===== src/rtl/hilo_mdu_ctrl.sv =====
// hilo_mdu_ctrl: multiply/divide sequencer that owns the architectural HI/LO pair.
// Multiplies complete after a fixed MUL_LAT. Divides use a 32-step restoring loop.
// Results leave through a single registered write-back cycle.
// Build option: define MDU_DIV_EN to include the iterative divider. Without it,
// DIV/DIVU are accepted in IDLE as no-ops.
module hilo_mdu_ctrl #(
  parameter int unsigned MUL_LAT = 3
) (
  input  logic        clk,
  input  logic        CLR,
  input  logic        op_valid,
  input  logic [2:0]  op,
  input  logic [31:0] rs_val,
  input  logic [31:0] rt_val,
  output logic        stall,
  output logic        busy,
  output logic        HIWrite,
  output logic        LOWrite,
  output logic [31:0] HI_in,
  output logic [31:0] LO_in,
  output logic [31:0] mf_data
);

  localparam int unsigned W  = 32;
  localparam int unsigned CW = 5;

  localparam logic [CW-1:0] MUL_LAST = CW'((MUL_LAT > 1) ? (MUL_LAT - 2) : 0);
  localparam logic [CW-1:0] DIV_LAST = CW'(31);

  localparam logic [2:0] OP_MULT  = 3'd0;
  localparam logic [2:0] OP_MULTU = 3'd1;
  localparam logic [2:0] OP_DIV   = 3'd2;
  localparam logic [2:0] OP_DIVU  = 3'd3;
  localparam logic [2:0] OP_MTHI  = 3'd4;
  localparam logic [2:0] OP_MTLO  = 3'd5;
  localparam logic [2:0] OP_MFHI  = 3'd6;
  localparam logic [2:0] OP_MFLO  = 3'd7;

  typedef enum logic [1:0] {S_IDLE, S_MUL, S_DIV, S_WB} state_t;

  state_t        state, state_next;
  logic [CW-1:0] cnt, cnt_next;
  logic [W-1:0]  hi_q, lo_q;
  logic [2*W-1:0] prod_q;

  logic          wb_load, wb_hi, wb_lo;
  logic [W-1:0]  wb_hi_data, wb_lo_data;
  logic          prod_load;

  logic [2*W-1:0] mul_a, mul_b, prod;

  // Sign- or zero-extend the operands so a single 64-bit multiplier serves both forms.
  assign mul_a = (op == OP_MULT) ? {{W{rs_val[W-1]}}, rs_val} : {{W{1'b0}}, rs_val};
  assign mul_b = (op == OP_MULT) ? {{W{rt_val[W-1]}}, rt_val} : {{W{1'b0}}, rt_val};
  assign prod  = mul_a * mul_b;

  assign stall   = op_valid && busy;
  assign mf_data = (op == OP_MFHI) ? hi_q : (op == OP_MFLO) ? lo_q : '0;

`ifdef MDU_DIV_EN
  logic          div_start;
  logic [W-1:0]  div_rem, div_quo, div_dvs, div_rs;
  logic          div_qneg, div_rneg, div_zero;
  logic          a_neg, b_neg;
  logic [W-1:0]  a_mag, b_mag;
  logic [W:0]    rem_sh;
  logic          rem_ge;
  logic [W-1:0]  rem_new, quo_new, q_fin, r_fin;

  // Operand magnitudes for the unsigned core; only DIV is treated as signed.
  assign a_neg = (op == OP_DIV) && rs_val[W-1];
  assign b_neg = (op == OP_DIV) && rt_val[W-1];
  assign a_mag = a_neg ? -rs_val : rs_val;
  assign b_mag = b_neg ? -rt_val : rt_val;

  // One restoring step: shift in the next dividend bit and subtract when possible.
  assign rem_sh  = {div_rem, div_quo[W-1]};
  assign rem_ge  = (rem_sh >= {1'b0, div_dvs});
  assign rem_new = rem_ge ? W'(rem_sh - {1'b0, div_dvs}) : rem_sh[W-1:0];
  assign quo_new = {div_quo[W-2:0], rem_ge};

  // Sign fix-up, plus the fixed divide-by-zero result.
  always_comb begin
    q_fin = div_qneg ? -quo_new : quo_new;
    r_fin = div_rneg ? -rem_new : rem_new;
    if (div_zero) begin
      q_fin = '1;
      r_fin = div_rs;
    end
  end

  // Divider working registers, loaded at accept and stepped once per DIV cycle.
  always_ff @(posedge clk) begin
    if (div_start) begin
      div_rem  <= '0;
      div_quo  <= a_mag;
      div_dvs  <= b_mag;
      div_rs   <= rs_val;
      div_qneg <= a_neg ^ b_neg;
      div_rneg <= a_neg;
      div_zero <= (rt_val == '0);
    end else if (state == S_DIV) begin
      div_rem <= rem_new;
      div_quo <= quo_new;
    end
  end
`endif

  // Next-state and write-back selection.
  always_comb begin
    state_next = state;
    cnt_next   = cnt;
    wb_load    = 1'b0;
    wb_hi      = 1'b0;
    wb_lo      = 1'b0;
    wb_hi_data = '0;
    wb_lo_data = '0;
    prod_load  = 1'b0;
`ifdef MDU_DIV_EN
    div_start  = 1'b0;
`endif
    case (state)
      S_IDLE: begin
        if (op_valid) begin
          case (op)
            OP_MULT, OP_MULTU: begin
              if (MUL_LAT <= 1) begin
                wb_load    = 1'b1;
                wb_hi      = 1'b1;
                wb_lo      = 1'b1;
                wb_hi_data = prod[2*W-1:W];
                wb_lo_data = prod[W-1:0];
                state_next = S_WB;
              end else begin
                prod_load  = 1'b1;
                cnt_next   = '0;
                state_next = S_MUL;
              end
            end
            OP_DIV, OP_DIVU: begin
`ifdef MDU_DIV_EN
              div_start  = 1'b1;
              cnt_next   = '0;
              state_next = S_DIV;
`endif
            end
            OP_MTHI: begin
              wb_load    = 1'b1;
              wb_hi      = 1'b1;
              wb_hi_data = rs_val;
              state_next = S_WB;
            end
            OP_MTLO: begin
              wb_load    = 1'b1;
              wb_lo      = 1'b1;
              wb_lo_data = rs_val;
              state_next = S_WB;
            end
            default: ;
          endcase
        end
      end
      S_MUL: begin
        cnt_next = cnt + CW'(1);
        if (cnt == MUL_LAST) begin
          wb_load    = 1'b1;
          wb_hi      = 1'b1;
          wb_lo      = 1'b1;
          wb_hi_data = prod_q[2*W-1:W];
          wb_lo_data = prod_q[W-1:0];
          state_next = S_WB;
        end
      end
`ifdef MDU_DIV_EN
      S_DIV: begin
        cnt_next = cnt + CW'(1);
        if (cnt == DIV_LAST) begin
          wb_load    = 1'b1;
          wb_hi      = 1'b1;
          wb_lo      = 1'b1;
          wb_hi_data = r_fin;
          wb_lo_data = q_fin;
          state_next = S_WB;
        end
      end
`endif
      S_WB:    state_next = S_IDLE;
      default: state_next = S_IDLE;
    endcase
  end

  // Product captured at accept so the operands may change while MUL counts down.
  always_ff @(posedge clk) begin
    if (prod_load) prod_q <= prod;
  end

  // State, registered outputs and the architectural HI/LO pair.
  always_ff @(posedge clk) begin
    if (CLR) begin
      state   <= S_IDLE;
      cnt     <= '0;
      busy    <= 1'b0;
      HIWrite <= 1'b0;
      LOWrite <= 1'b0;
      HI_in   <= '0;
      LO_in   <= '0;
      hi_q    <= '0;
      lo_q    <= '0;
    end else begin
      state   <= state_next;
      cnt     <= cnt_next;
      busy    <= (state_next != S_IDLE);
      HIWrite <= wb_load && wb_hi;
      LOWrite <= wb_load && wb_lo;
      if (wb_load && wb_hi) HI_in <= wb_hi_data;
      if (wb_load && wb_lo) LO_in <= wb_lo_data;
      if (state == S_WB) begin
        if (HIWrite) hi_q <= HI_in;
        if (LOWrite) lo_q <= LO_in;
      end
    end
  end

endmodule


===== config.mk =====
export PLATFORM = sky130hd
export DESIGN_NAME = hilo_mdu_ctrl
export DESIGN_NICKNAME = d
export VERILOG_FILES = /design/src/rtl/hilo_mdu_ctrl.sv
export SDC_FILE = /design/constraint.sdc
export NUM_CORES = 2
export LEC_CHECK = 0
export CAP_MARGIN = 10
export CORE_UTILIZATION = 70
export DETAILED_ROUTE_END_ITERATION = 7
export GPL_TIMING_DRIVEN = 0
export PLACE_DENSITY = 0.91
export SLEW_MARGIN = 20
export SYNTH_ARGS = -nofsm -noshare
export SYNTH_HDL_FRONTEND = slang
export SYNTH_SLANG_ARGS = --single-unit
export TNS_END_PERCENT = 50

===== constraint.sdc =====
create_clock -name clk -period 18 [get_ports clk]
set_input_delay 1.8 -clock clk [delete_from_list [all_inputs] [get_ports clk]]
set_output_delay 1.8 -clock clk [all_outputs]
set_load 0.01 [all_outputs]

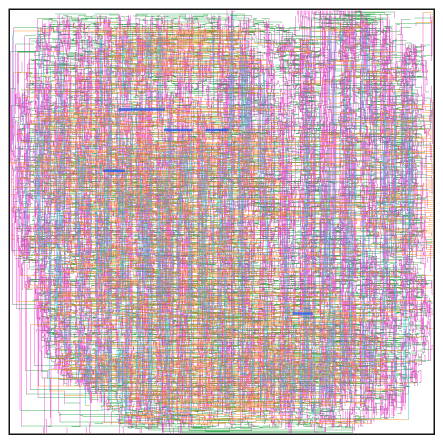
*Signal wires by layer*
(1.5 px per um)
metal 2: shown in magenta, wire length 82.5 mm. metal 5: shown in blue, wire length 85.6 um. metal 4: shown in cyan, wire length 19900 um. metal 3: shown in orange, wire length 36.0 mm. metal 1: shown in green, wire length 62.3 mm.
final wirelength: 201000 um
Via Count: 44900
Avg WL per Cell: 28.3 um

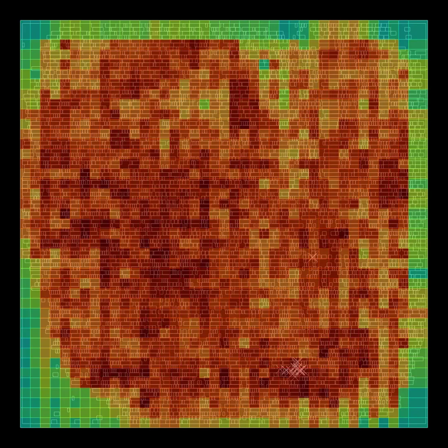
*Routing congestion*
global-route track usage on met3: 25.9%
final core utilization: 75.3%
met1 routing resource usage after global routing: 60.4%

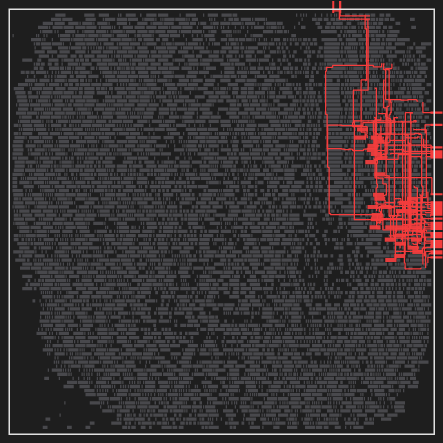
*I/O nets highlighted*
(1.5 px per um)
`LO_in`: shown in red, bits 32, direction output, edge 30 right, 2 top, end cells 32, wire 2940 um.

==> run_summary.xml <==
<?xml version="1.0" encoding="UTF-8"?>
<metrics>
  <group name="run_status">
    <metric name="run_status" unit="">finished with violations</metric>
    <metric name="failed_checks" unit="">design-rule violations</metric>
  </group>
  <group name="synthesis">
    <metric name="netlist_instances" unit="">5856</metric>
    <metric name="synthDistinctLibCells" unit="">70</metric>
    <metric name="ys_cells" unit="">5856</metric>
    <metric name="synth-async-reset-ratio" unit="%">0</metric>
    <metric name="fp_nets" unit="">7656</metric>
    <metric name="yosys_warnings" unit="">0</metric>
    <metric name="synth.mux.area_fraction" unit="%">0</metric>
    <metric name="netlist.top_cell.by_area" unit="">fa_1</metric>
    <metric name="post_synth_ao_oa_area_fraction" unit="%">5.68</metric>
    <metric name="predominant_post_synthesis_flop_cell" unit="">dfxtp_1</metric>
    <metric name="topCombFamilyByArea" unit="">adder cells</metric>
  </group>
  <group name="critical_path">
    <metric name="worstPathArrival" unit="ps">13320</metric>
    <metric name="critical_path_depth" unit="">32</metric>
    <metric name="critPathLaunch" unit="">op[0]</metric>
    <metric name="critical_path.top_delay_family" unit="">adder cells</metric>
    <metric name="worst_reg2reg_setup_slack" unit="ps">14770</metric>
    <metric name="highest_net_fanout_along_the_worst_path" unit="">10</metric>
    <metric name="critPathMostFrequentCell" unit="">fa_1</metric>
    <metric name="critical-path-slowest-cell" unit="">fa_1</metric>
    <metric name="critical_path.max_stage_delay" unit="ps">1010</metric>
    <metric name="worst_setup_path_start_kind" unit="">input port</metric>
    <metric name="timing_worst_setup_path_type" unit="">in2reg</metric>
  </group>
  <group name="global_route">
    <metric name="global_route.usage.total" unit="%">52.2</metric>
    <metric name="globalRouteMet2Util" unit="%">74.4</metric>
    <metric name="wire_length_of_the_first_global_routing_pass" unit="um">292000</metric>
    <metric name="pin_count_of_the_biggest_net_entering_global_routing" unit="">57</metric>
    <metric name="grt_antenna_before_repair" unit="">31</metric>
  </group>
  <group name="placement">
    <metric name="dpl-instance-area" unit="um2">57800</metric>
    <metric name="gpl_wtd_cong" unit="">1.16</metric>
    <metric name="buffer_ports.inserted" unit="">143</metric>
    <metric name="detailedPlace.worstSlack" unit="ps">4700</metric>
  </group>
  <group name="run">
    <metric name="cap_violations" unit="">0</metric>
  </group>
  <group name="final_timing">
    <metric name="report.final.setup_viol" unit="">0</metric>
    <metric name="clock.fmax" unit="MHz">76.7</metric>
    <metric name="unrepaired_setup_endpoints_after_global_routing" unit="">no</metric>
    <metric name="worst_slack" unit="ps">4960</metric>
    <metric name="fin_crit" unit="ps">13040</metric>
    <metric name="tightest_slew" unit="ps">1400</metric>
    <metric name="timing.final.hold_violations" unit="">0</metric>
    <metric name="worst_slack_on_hold_paths" unit="ps">459</metric>
    <metric name="max_slew_margin" unit="%">6.69</metric>
  </group>
  <group name="die">
    <metric name="n_tap_cell" unit="">1040</metric>
    <metric name="io_pins" unit="">170</metric>
    <metric name="dieArea" unit="um2">79700</metric>
    <metric name="die-width" unit="um">282</metric>
    <metric name="design.core.area" unit="um2">77600</metric>
  </group>
  <group name="final_layout">
    <metric name="largest-register" unit="">prod_q</metric>
    <metric name="non_clock_buffer_count" unit="">463</metric>
    <metric name="clkCellAreaFrac" unit="%">0.949</metric>
    <metric name="nonClkBufAreaFrac" unit="%">4.63</metric>
    <metric name="layout_top_cell" unit="">inv_1</metric>
    <metric name="areaGrowthSynthToFinish" unit="%">6.24</metric>
    <metric name="layout.area.top_class" unit="">logic gates</metric>
    <metric name="largest_register_ffs" unit="">64</metric>
    <metric name="finalNonFillerCells" unit="">7100</metric>
    <metric name="non_clock_inverter_count_in_the_final_layout" unit="">1492</metric>
    <metric name="num-fill-cells" unit="">5382</metric>
    <metric name="layout.comb_gates.multi_input" unit="">3844</metric>
    <metric name="layout_top_cells_excl_fill_tap" unit="">1492 x inv_1, 1418 x fa_1, 897 x nand2_1, 427 x and2_1, 312 x ha_1</metric>
  </group>
  <group name="drt">
    <metric name="wl_met3" unit="um">36000</metric>
    <metric name="detailedRoute.firstIterationViolations" unit="">6142</metric>
    <metric name="detailroute.wirelength.met2" unit="um">82500</metric>
    <metric name="dr.max_layer_used" unit="">met5</metric>
    <metric name="wirelength_met1" unit="um">62300</metric>
    <metric name="route.detailed.drc" unit="">46</metric>
  </group>
  <group name="clock_network">
    <metric name="buffer_cell_driving_the_clock_tree_root" unit="">clkbuf_16</metric>
    <metric name="cts_hold_buffers" unit="">0</metric>
    <metric name="max-clock-path-buffers" unit="">3</metric>
    <metric name="cts_resized" unit="">0</metric>
    <metric name="ctsHtreeMaxLevel" unit="">1</metric>
  </group>
  <group name="worst_hold_path">
    <metric name="whs_endpoint" unit="">lo_q[19]</metric>
    <metric name="worstHoldStart" unit="">lo_q[19]</metric>
  </group>
</metrics>
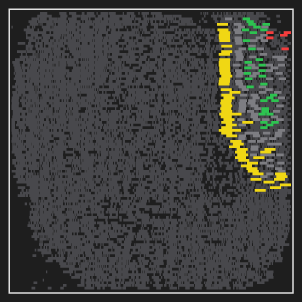
*Sequential cells colored by netlist name*
(1 px per um) Other sequential cells in the stronger gray, the rest of the logic in the fainter gray.
`prod_q`: shown in yellow, flops 64. `hi_q`: shown in green, flops 32, where top right. `cnt`: shown in red, flops 5, where top right.
Another 101 sequential cells are not colored.
proportion of cell area occupied by registers: 8.02%
Flop area: 4680 um2

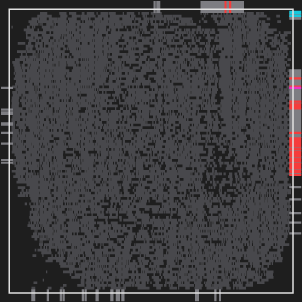
*Pin map*
(1 px per um) Pins as bars across the die edge, other pins in gray.
`LOWrite`: shown in magenta, pins 1, direction output, edge right. `op`: shown in cyan, pins 3, direction input, edge right. `LO_in`: shown in red, pins 32, direction output, edge 30 right, 2 top.

